$ cat config.mk
export PLATFORM = sky130hd
export DESIGN_NAME = pc_sequencer_flat
export DESIGN_NICKNAME = d
export VERILOG_FILES = /design/src/rtl/pc_sequencer_if.sv /design/src/rtl/pc_sequencer.sv /design/src/flat_wrapper.sv
export SDC_FILE = /design/constraint.sdc
export NUM_CORES = 1
export LEC_CHECK = 0
export CAP_MARGIN = 20
export CORE_MARGIN = 5
export CORE_UTILIZATION = 30
export CTS_BUF_LIST = sky130_fd_sc_hd__clkbuf_2
export CTS_CLUSTER_SIZE = 24
export DETAILED_ROUTE_END_ITERATION = 12
export DONT_BUFFER_PORTS = 1
export PLACE_DENSITY = 0.44
export SYNTH_ARGS = -nofsm -noshare
export SYNTH_HDL_FRONTEND = slang
export SYNTH_SLANG_ARGS = --single-unit
$ cat constraint.sdc
create_clock -name clk_i -period 3.15 [get_ports clk_i]
set_input_delay 0.63 -clock clk_i [delete_from_list [all_inputs] [get_ports clk_i]]
set_output_delay 0.63 -clock clk_i [all_outputs]
set_load 0.02 [all_outputs]
$ cat src/rtl/pc_sequencer_if.sv
// Fetch/control bundle between the branch-decision logic, the PC stage and
// instruction memory. The sequencer side is the fetch master.
interface pc_sequencer_if;
  logic        stall_i;
  logic        taken_i;
  logic        jal_i;
  logic        jalr_i;
  logic [31:0] imm_i;
  logic [31:0] rs1_i;
  logic        fetch_ready_i;
  logic [31:0] pc_o;
  logic [31:0] pc_plus4_o;
  logic        fetch_valid_o;
  logic        retire_o;
  logic [31:0] retire_count_o;
  logic        fault_o;
  logic [31:0] fault_addr_o;

  modport master (
    input  stall_i, taken_i, jal_i, jalr_i, imm_i, rs1_i, fetch_ready_i,
    output pc_o, pc_plus4_o, fetch_valid_o, retire_o, retire_count_o,
           fault_o, fault_addr_o
  );

  modport slave (
    output stall_i, taken_i, jal_i, jalr_i, imm_i, rs1_i, fetch_ready_i,
    input  pc_o, pc_plus4_o, fetch_valid_o, retire_o, retire_count_o,
           fault_o, fault_addr_o
  );
endinterface

$ cat src/rtl/pc_sequencer.sv
// Program-counter stage: selects and registers the next PC, drives the fetch
// request, traps misaligned control-flow targets and counts retirements.
module pc_sequencer #(
  parameter logic [31:0] RESET_VECTOR = 32'h0000_0000
) (
  input  logic           clk_i,
  input  logic           rst_ni,
  pc_sequencer_if.master bus
);

  typedef enum logic [1:0] {BOOT, RUN, FAULT} state_e;

  state_e      state_q, state_d;
  logic [31:0] pc_q;
  logic        fetch_valid_q;
  logic        retire_q;
  logic [31:0] retire_cnt_q;
  logic        fault_q;
  logic [31:0] fault_addr_q;

  logic [31:0] jalr_sum;
  logic [31:0] target;
  logic        misaligned;
  logic        advance;

  // Target selection (JALR > JAL > taken branch > sequential) and next state.
  always_comb begin
    state_d    = state_q;
    jalr_sum   = bus.rs1_i + bus.imm_i;
    target     = pc_q + 32'd4;
    if (bus.jalr_i) begin
      target = {jalr_sum[31:1], 1'b0};
    end else if (bus.jal_i || bus.taken_i) begin
      target = pc_q + bus.imm_i;
    end
    misaligned = target[1];
    advance    = (state_q == RUN) && fetch_valid_q && bus.fetch_ready_i && !bus.stall_i;

    case (state_q)
      BOOT:    state_d = RUN;
      RUN:     if (advance && misaligned) state_d = FAULT;
      FAULT:   state_d = FAULT;
      default: state_d = BOOT;
    endcase
  end

  // State register.
  always_ff @(posedge clk_i or negedge rst_ni) begin
    if (!rst_ni) begin
      state_q <= BOOT;
    end else begin
      state_q <= state_d;
    end
  end

  // PC, fetch request, retire pulse/counter and fault capture.
  // The fetch request is registered, so it rises only once the FSM has already
  // been in RUN for a full cycle, and drops on the same edge that enters FAULT.
  always_ff @(posedge clk_i or negedge rst_ni) begin
    if (!rst_ni) begin
      pc_q          <= RESET_VECTOR;
      fetch_valid_q <= 1'b0;
      retire_q      <= 1'b0;
      retire_cnt_q  <= '0;
      fault_q       <= 1'b0;
      fault_addr_q  <= '0;
    end else begin
      fetch_valid_q <= (state_q == RUN) && (state_d == RUN);
      retire_q      <= 1'b0;
      if (advance) begin
        if (misaligned) begin
          fault_q      <= 1'b1;
          fault_addr_q <= target;
        end else begin
          pc_q         <= target;
          retire_q     <= 1'b1;
          retire_cnt_q <= retire_cnt_q + 32'd1;
        end
      end
    end
  end

  assign bus.pc_o           = pc_q;
  assign bus.pc_plus4_o     = pc_q + 32'd4;
  assign bus.fetch_valid_o  = fetch_valid_q;
  assign bus.retire_o       = retire_q;
  assign bus.retire_count_o = retire_cnt_q;
  assign bus.fault_o        = fault_q;
  assign bus.fault_addr_o   = fault_addr_q;

endmodule

$ cat src/flat_wrapper.sv
// flat-port wrapper written by rule: the top's interface ports become plain ports
module pc_sequencer_flat 
#(
  parameter logic [31:0] RESET_VECTOR = 32'h0000_0000
)
  (clk_i, rst_ni, bus_stall_i, bus_taken_i, bus_jal_i, bus_jalr_i, bus_imm_i, bus_rs1_i, bus_fetch_ready_i, bus_pc_o, bus_pc_plus4_o, bus_fetch_valid_o, bus_retire_o, bus_retire_count_o, bus_fault_o, bus_fault_addr_o);
  pc_sequencer_if bus_i ();
  input  logic clk_i;
  input  logic rst_ni;
  input wire logic [$bits(bus_i.stall_i)-1:0] bus_stall_i;
  input wire logic [$bits(bus_i.taken_i)-1:0] bus_taken_i;
  input wire logic [$bits(bus_i.jal_i)-1:0] bus_jal_i;
  input wire logic [$bits(bus_i.jalr_i)-1:0] bus_jalr_i;
  input wire logic [$bits(bus_i.imm_i)-1:0] bus_imm_i;
  input wire logic [$bits(bus_i.rs1_i)-1:0] bus_rs1_i;
  input wire logic [$bits(bus_i.fetch_ready_i)-1:0] bus_fetch_ready_i;
  output wire logic [$bits(bus_i.pc_o)-1:0] bus_pc_o;
  output wire logic [$bits(bus_i.pc_plus4_o)-1:0] bus_pc_plus4_o;
  output wire logic [$bits(bus_i.fetch_valid_o)-1:0] bus_fetch_valid_o;
  output wire logic [$bits(bus_i.retire_o)-1:0] bus_retire_o;
  output wire logic [$bits(bus_i.retire_count_o)-1:0] bus_retire_count_o;
  output wire logic [$bits(bus_i.fault_o)-1:0] bus_fault_o;
  output wire logic [$bits(bus_i.fault_addr_o)-1:0] bus_fault_addr_o;
  assign bus_i.stall_i = bus_stall_i;
  assign bus_i.taken_i = bus_taken_i;
  assign bus_i.jal_i = bus_jal_i;
  assign bus_i.jalr_i = bus_jalr_i;
  assign bus_i.imm_i = bus_imm_i;
  assign bus_i.rs1_i = bus_rs1_i;
  assign bus_i.fetch_ready_i = bus_fetch_ready_i;
  assign bus_pc_o = bus_i.pc_o;
  assign bus_pc_plus4_o = bus_i.pc_plus4_o;
  assign bus_fetch_valid_o = bus_i.fetch_valid_o;
  assign bus_retire_o = bus_i.retire_o;
  assign bus_retire_count_o = bus_i.retire_count_o;
  assign bus_fault_o = bus_i.fault_o;
  assign bus_fault_addr_o = bus_i.fault_addr_o;
  pc_sequencer #(.RESET_VECTOR(RESET_VECTOR)) u_core (.clk_i(clk_i), .rst_ni(rst_ni), .bus(bus_i));
endmodule
==> run_1/sizes.png <==
Bar = 50 um.
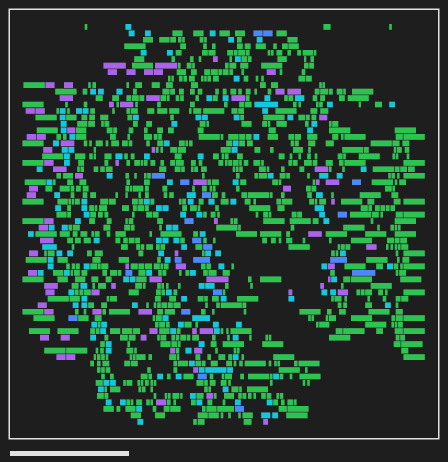
Key: blue = _6 and larger [cells 20]; green = _0 and _1 cells [cells 923]; purple = _2 cells [cells 78]; cyan = _3 and _4 cells [cells 161]

==> run_1/clk_routes.png <==
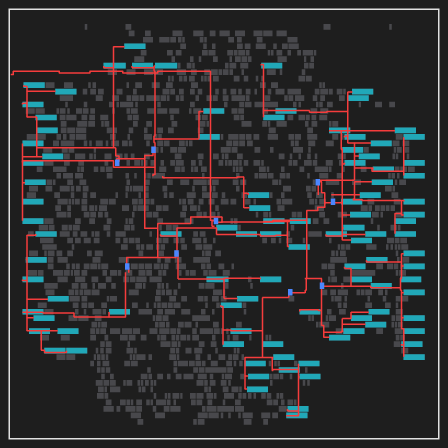
Key: cyan = flip-flops [count 99]; red = clock wires [length 1770 um]; blue = clock drivers [count 9]
There are 10 routed clock nets.

==> run_1/flops_by_reg.png <==
Bar = 50 um. Other sequential cells in the stronger gray, the rest of the logic in the fainter gray.
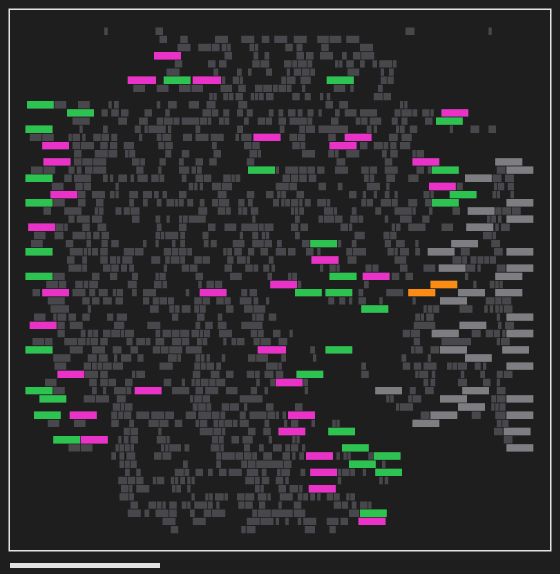
Key: orange = u_core.state_q [sequential cells 2]; green = u_core.bus.fault_addr_o [sequential cells 32, where spread over the die]; magenta = u_core.bus.pc_o [sequential cells 31]
Another 34 sequential cells are not colored.

==> impl_metrics.py, run 1 <==
# Flow results
metrics = {
    "drt": {
        "antenna_left": 0,
        "routedWlPerCell_um": 21.2,
        "met3_wire_length_um": 2520,
        "drt-initial-drc-count": 571,
        "topRoutingLayerUsed": "met4",
        "via_per_instance_ratio": 5.36,
        "drcViolationCount": 0,
    },
    "critical_path": {
        "crit_path_start_kind": "register",
        "crit_arrival_ns": 2.60,
        "timing.critical_path.depth": 8,
        "critPathTopFamily": "simple AND/OR/NAND/NOR gates",
        "worstSetupPathType": "register to output pin",
        "cp_cell_sequence": "buf_6 -> ha_4 -> nand4_1 -> nor4_2 -> buf_4 -> nand4_1 -> xnor2_2 -> buf_4",
        "crit_fanout": 5,
        "reg2reg_depth": 10,
        "regToRegStartpoint": "u_core.bus.pc_o[8]$_DFFE_PN0P_",
        "worst-path-buf-inv": 3,
        "worstPathRequired_ns": 2.52,
        "timing.rr.end": "u_core.bus.pc_o[27]$_DFFE_PN0P_",
    },
    "synthesis": {
        "yosys.stat.chipArea_um2": 8650,
        "seq_area_frac_synth_pct": 28.6,
        "top_area_cell": "sky130_fd_sc_hd__dfrtp_1",
        "synthesis.yosys.warnings": 0,
        "enable_flop_cells": 0,
        "common_cells": "sky130_fd_sc_hd__nand2_1, sky130_fd_sc_hd__dfrtp_1, sky130_fd_sc_hd__a21oi_1, sky130_fd_sc_hd__nor2_1, sky130_fd_sc_hd__ha_1",
        "syn_area_per_cell_um2": 8.29,
        "synthArstFlopShare_pct": 100,
        "syn_area_um2": 8650,
        "synth.lib_cells_used.distinct": 77,
    },
    "floorplan": {
        "die-width_um": 180,
        "initCoreUtil_pct": 30.3,
        "dieArea_um2": 32300,
        "placeableCoreArea_um2": 28500,
    },
    "run": {
        "maxCapViolCount": 0,
        "tool_warnings": 28,
    },
    "min_path": {
        "hold_depth": 1,
        "worst_hold_startpoint": "bus_jalr_i",
        "worst_hold_path_type": "primary input to register",
        "whs_endpoint": "u_core.bus.fault_addr_o[16]$_DFFE_PN0P_",
    },
    "final_timing": {
        "slew-limit-headroom_pct": 44.6,
        "final_min_period_over_clock_period_pct": 102,
        "timing.final.ws_setup_ns": -0.0770,
        "finalClockSkew_ns": 0.0628,
        "grt_setup_unrepaired": "yes",
        "worst_pin_slew_ns": 0.828,
        "setup_viol_count_final": 7,
    },
    "clock_tree": {
        "cts_root_buf": "sky130_fd_sc_hd__clkbuf_2",
        "clock_sinks": 99,
        "clkSlewWorstSetupHoldPaths_ns": 0.30,
        "clock_tree_from_tritoncts": "built",
        "cts_made_buffers": 9,
        "clock.latency.late_pin_ns": 0.67,
        "cts-htree-levels": 3,
    },
    "global_route": {
        "vias_in_the_first_global_route": 8517,
        "grt.busiest_layer": "met2",
        "aggregate_global_routing_overflow": 0,
        "pin_count_of_the_biggest_net_entering_global_routing": 100,
        "met1_track_usage_gr_pct": 26.6,
        "grt.met2_usage_pct": 32.9,
        "fraction_of_met3_tracks_used_by_global_routing_pct": 5.82,
    },
    "placement": {
        "pre_cts_ws_ns": -0.0886,
        "port_buffers": 0,
        "detailed_place.area_um2": 9940,
        "gp_routability_congestion": 0.883,
    },
    "power": {
        "power.switching_fraction_pct": 51.9,
        "comb-power_mw": 5.60,
        "comb_power_share_pct": 63.9,
        "sequentialPower_mw": 2.51,
        "total_power_mw": 8.76,
        "largestPowerGroup": "combinational logic",
        "max-vdd-ir-drop_mv": 0.453,
        "internal_power_mw": 4.21,
    },
    "finish": {
        "clockBufferCount": 9,
        "area.share.sequential_pct": 23.3,
        "antenna_cells": 1,
        "buffers_excl_clock": 166,
        "total_number_of_multi_input_combinational_cells": 879,
        "fin_nets": 1312,
        "num-fill-cells": 3079,
        "post-route-cell-area_um2": 10600,
        "final-nonclk-buf-share_pct": 12.7,
    },
    "outcome": {
        "outcome": "finished with violations",
        "failed_checks": "setup timing",
    },
}
## run 1: cells in the final DEF (no fill, tap or decap), types with 9 or more instances in the layout
cell and n:
sky130_fd_sc_hd__a211oi_1 14, sky130_fd_sc_hd__a21oi_1 77, sky130_fd_sc_hd__o21a_1 10, sky130_fd_sc_hd__o31ai_1 12, sky130_fd_sc_hd__o21ai_0 49, sky130_fd_sc_hd__mux2_2 28, sky130_fd_sc_hd__nand2b_1 13, sky130_fd_sc_hd__a31oi_1 14
sky130_fd_sc_hd__a21o_1 32, sky130_fd_sc_hd__dfrtp_1 96, sky130_fd_sc_hd__nand4_1 23, sky130_fd_sc_hd__xnor2_2 10, sky130_fd_sc_hd__nor2_1 69, sky130_fd_sc_hd__nand3_1 39, sky130_fd_sc_hd__nand2_1 129, sky130_fd_sc_hd__mux2i_1 12
sky130_fd_sc_hd__o211ai_1 9, sky130_fd_sc_hd__ha_1 62, sky130_fd_sc_hd__buf_4 147, sky130_fd_sc_hd__nor3_1 22, sky130_fd_sc_hd__xor2_1 32, sky130_fd_sc_hd__and3_1 26, sky130_fd_sc_hd__inv_1 21, sky130_fd_sc_hd__clkbuf_2 9
sky130_fd_sc_hd__xnor2_1 46, sky130_fd_sc_hd__buf_6 14
## run 1: timing repair
item | in CTS | in global routing
endpoints found under the hold margin | 100 | 0
pin swaps | 18 | 6
hold buffers | 3 | 0
setup endpoints to repair | 24 | 30
gates resized | 51 | 6
buffers inserted | 30 | 4
## run 1: state kept, by name (all words and copies together), names as in the netlist
signal                     count
u_core.bus.fault_addr_o       32
u_core.bus.fetch_valid_o       1
u_core.bus.pc_o               31
u_core.bus.retire_count_o     32
u_core.bus.retire_o            1
u_core.state_q                 2
==> inputs of run 2 (changes only) <==
--- a/config.mk
+++ b/config.mk
@@ -12,6 +12,7 @@
 export CTS_CLUSTER_SIZE = 24
 export DETAILED_ROUTE_END_ITERATION = 12
 export DONT_BUFFER_PORTS = 1
+export GPL_ROUTABILITY_DRIVEN = 0
 export PLACE_DENSITY = 0.44
 export SYNTH_ARGS = -nofsm -noshare
 export SYNTH_HDL_FRONTEND = slang
==> run_2/clk_routes.png <==
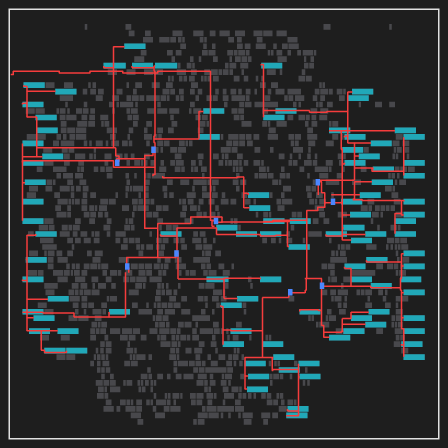
Key: blue = clock drivers [count 9]; red = clock wires [length 1770 um]; cyan = flip-flops [count 99]
There are 10 routed clock nets.

==> run_2/placement.png <==
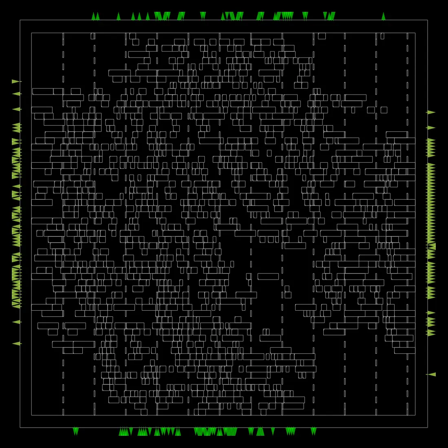
final core utilization: 37.3%
count of inserted tapcells: 384
Core Footprint: 28500 um2
share of cell area taken by flip-flops and latches: 23.3%

==> impl_metrics.py, run 2 <==
# Flow results
metrics = {
    "outcome": {
        "outcome": "finished with violations",
        "failed_checks": "setup timing",
    },
    "synthesis": {
        "enable_flop_cells": 0,
        "syn_area_um2": 8650,
        "synth.area.top_cells": "sky130_fd_sc_hd__dfrtp_1, sky130_fd_sc_hd__ha_1, sky130_fd_sc_hd__xnor2_1",
        "top_area_cell": "sky130_fd_sc_hd__dfrtp_1",
        "top_area_share_pct": 28.6,
        "common_cells": "sky130_fd_sc_hd__nand2_1, sky130_fd_sc_hd__dfrtp_1, sky130_fd_sc_hd__a21oi_1, sky130_fd_sc_hd__nor2_1, sky130_fd_sc_hd__ha_1",
        "yosys_register_bits": 99,
        "number_of_cell_instances_after_yosys_synthesis": 1043,
        "synthesis.yosys.warnings": 0,
        "post_synth_inst_count": 1043,
        "yosys.stat.chipArea_um2": 8650,
        "seq_area_frac_synth_pct": 28.6,
        "synth_top_flop_cell": "sky130_fd_sc_hd__dfrtp_1",
        "syn_area_per_cell_um2": 8.29,
        "synthArstFlopShare_pct": 100,
        "synth.most_common_cell": "sky130_fd_sc_hd__nand2_1",
        "synth.lib_cells_used.distinct": 77,
    },
    "clock_tree": {
        "clkSlewWorstSetupHoldPaths_ns": 0.30,
        "ctsHoldBuffers": 3,
        "cts-htree-levels": 3,
        "clock_sinks": 99,
        "clock.latency.late_pin_ns": 0.67,
        "cts_made_buffers": 9,
        "post_cts.resized_instances": 51,
        "postCtsSetupRepairBufs": 30,
        "clock_tree_from_tritoncts": "built",
        "cts_root_buf": "sky130_fd_sc_hd__clkbuf_2",
        "maximum_clock_insertion_buffer_count": 2,
    },
    "final_timing": {
        "finalClockSkew_ns": 0.0628,
        "final_max_tran_viols": 0,
        "final_period_minus_worst_setup_slack_ns": 3.23,
        "worst_pin_slew_ns": 0.828,
        "grt_setup_unrepaired": "yes",
        "final.setup.tns_ns": -0.396,
        "timing.final.ws_setup_ns": -0.0770,
        "number_of_hold_slack_violations_in_the_final_timing_report": 0,
        "hold_ws_ns": 0.0772,
        "max_clock_freq_ghz": 0.310,
        "slew-limit-headroom_pct": 44.6,
        "final_min_period_over_clock_period_pct": 102,
        "setup_viol_count_final": 7,
    },
    "critical_path": {
        "timing.rr.end": "u_core.bus.pc_o[27]$_DFFE_PN0P_",
        "slowest_delay_ns": 0.47,
        "timing.critical_path.slowest_stage_cell": "sky130_fd_sc_hd__dfrtp_1",
        "regToRegStartpoint": "u_core.bus.pc_o[8]$_DFFE_PN0P_",
        "crit_path_start_kind": "register",
        "worstSetupPathType": "register to output pin",
        "crit_arrival_ns": 2.60,
        "worst-r2r-setup-slack_ns": 0.17,
        "critPathTopFamily": "simple AND/OR/NAND/NOR gates",
        "cp_cell_sequence": "buf_6 -> ha_4 -> nand4_1 -> nor4_2 -> buf_4 -> nand4_1 -> xnor2_2 -> buf_4",
        "worstPathRequired_ns": 2.52,
        "crit_fanout": 5,
        "reg2reg_depth": 10,
        "cp-end-kind": "output pin",
        "worst-path-buf-inv": 3,
    },
    "global_route": {
        "groute.usage.overall_pct": 20.0,
        "pin_count_of_the_biggest_net_entering_global_routing": 100,
        "grt_first_pass_wirelength_um": 51600,
        "aggregate_global_routing_overflow": 0,
        "vias_in_the_first_global_route": 8517,
        "number_of_antenna_violations_at_the_first_check_in_global_routing": 1,
    },
    "power": {
        "internal_power_mw": 4.21,
        "sequentialPower_mw": 2.51,
        "comb_power_share_pct": 63.9,
        "power.switching_fraction_pct": 51.9,
        "clock_distribution_power_mw": 0.654,
        "comb-power_mw": 5.60,
        "max-vdd-ir-drop_mv": 0.453,
        "cellPowerDensity_nw_per_um2": 824,
        "p_switching_mw": 4.55,
        "largestPowerGroup": "combinational logic",
        "power.static_leakage_nw": 4.79,
        "total_power_mw": 8.76,
        "share_seq_of_total_power_pct": 28.6,
    },
    "min_path": {
        "worst_hold_startpoint": "bus_jalr_i",
        "whs_endpoint": "u_core.bus.fault_addr_o[16]$_DFFE_PN0P_",
        "hold_depth": 1,
        "worst_hold_path_type": "primary input to register",
    },
    "finish": {
        "final_layout_size_suffix_gt1_share_pct": 21.9,
        "comb_area_um2": 6130,
        "post-route-cell-area_um2": 10600,
        "flow.area_growth_from_synthesis_pct": 23.0,
        "num-fill-cells": 3079,
        "layout.area.seq_um2": 2480,
        "final_layout_top_logic_cells": "sky130_fd_sc_hd__buf_4, sky130_fd_sc_hd__nand2_1, sky130_fd_sc_hd__dfrtp_1",
        "fin_nets": 1312,
        "lay_top_count": "sky130_fd_sc_hd__buf_4",
        "non_filler_instances": 1567,
    },
    "floorplan": {
        "initCoreUtil_pct": 30.3,
        "die_height_um": 180,
        "fp-row-count": 62,
        "ios": 202,
        "dieArea_um2": 32300,
        "die-width_um": 180,
    },
    "drt": {
        "drcViolationCount": 0,
        "routedWlPerCell_um": 21.2,
        "num_vias": 8394,
        "antenna_left": 0,
        "drt-initial-drc-count": 571,
        "wire_length_after_detailed_routing_um": 33300,
        "firstDrtPassIters": 5,
        "via_per_instance_ratio": 5.36,
    },
    "run": {
        "tool_warnings": 28,
        "maxCapViolCount": 0,
    },
    "placement": {
        "port_buffers": 0,
        "pre_cts_ws_ns": -0.0886,
        "dp.cells": 1513,
        "detailed_place.area_um2": 9940,
    },
}
-- run 2: cell counts in the layout (fill, tap and decap cells not counted) --
Identical to the previous run, type by type.
-- run 2: area by class of cell --
class                      instances  share of cell area [%]
clock inverter                     7                   0.588
antenna                            1                  0.0235
clock buffer                       9                   0.424
tap                              384                    4.52
sequential                        99                    23.3
inverter                          22                   0.776
timing repair buffer             166                    12.7
multi-input combinational        879                    57.7
-- run 2: logic make-up after synthesis --
| kind of cell | Yosys count | synth area share, % |
|---|---|---|
| and+or+nand+nor | 393 | 22.4 |
| AOI/OAI and AO/OA | 286 | 21.9 |
| DFF | 99 | 28.6 |
| xor gates and xnor gates | 93 | 9.42 |
| buffers and inverters | 66 | 3.13 |
| adders and majority gates | 64 | 9.35 |
| muxes | 41 | 5.16 |
| other | 1 | 0.0434 |
-- run 2: how the worst max path moves through the flow --
stage	start	to	slack (ns)	cells after the start
after global placement	bus_rs1_i[1]	u_core.bus.fault_addr_o[22]$_DFFE_PN0P_	-0.08	10
after floorplan	bus_rs1_i[1]	u_core.bus.fault_addr_o[22]$_DFFE_PN0P_	0.11	11
after global routing	u_core.bus.pc_o[3]$_DFFE_PN0P_	bus_pc_plus4_o[22]	-0.25	8
after CTS	u_core.bus.pc_o[3]$_DFFE_PN0P_	bus_pc_plus4_o[22]	-0.23	8
after detailed placement	bus_rs1_i[1]	u_core.bus.fault_addr_o[22]$_DFFE_PN0P_	-0.09	10
final	u_core.bus.pc_o[3]$_DFFE_PN0P_	bus_pc_plus4_o[22]	-0.08	8
-- run 2: routing by layer --
layer  share of wire (%)  vias to the layer above  global-route usage (%)
met5                   0                        -                       0
met4                 1.1                        0                    3.29
met3                 7.6                       19                    5.82
met2                  46                      239                    32.9
met1                  45                     4037                    26.6
li1                    -                     4099                       -
Power figures rest on the tool's default switching activity, not on a simulated workload.
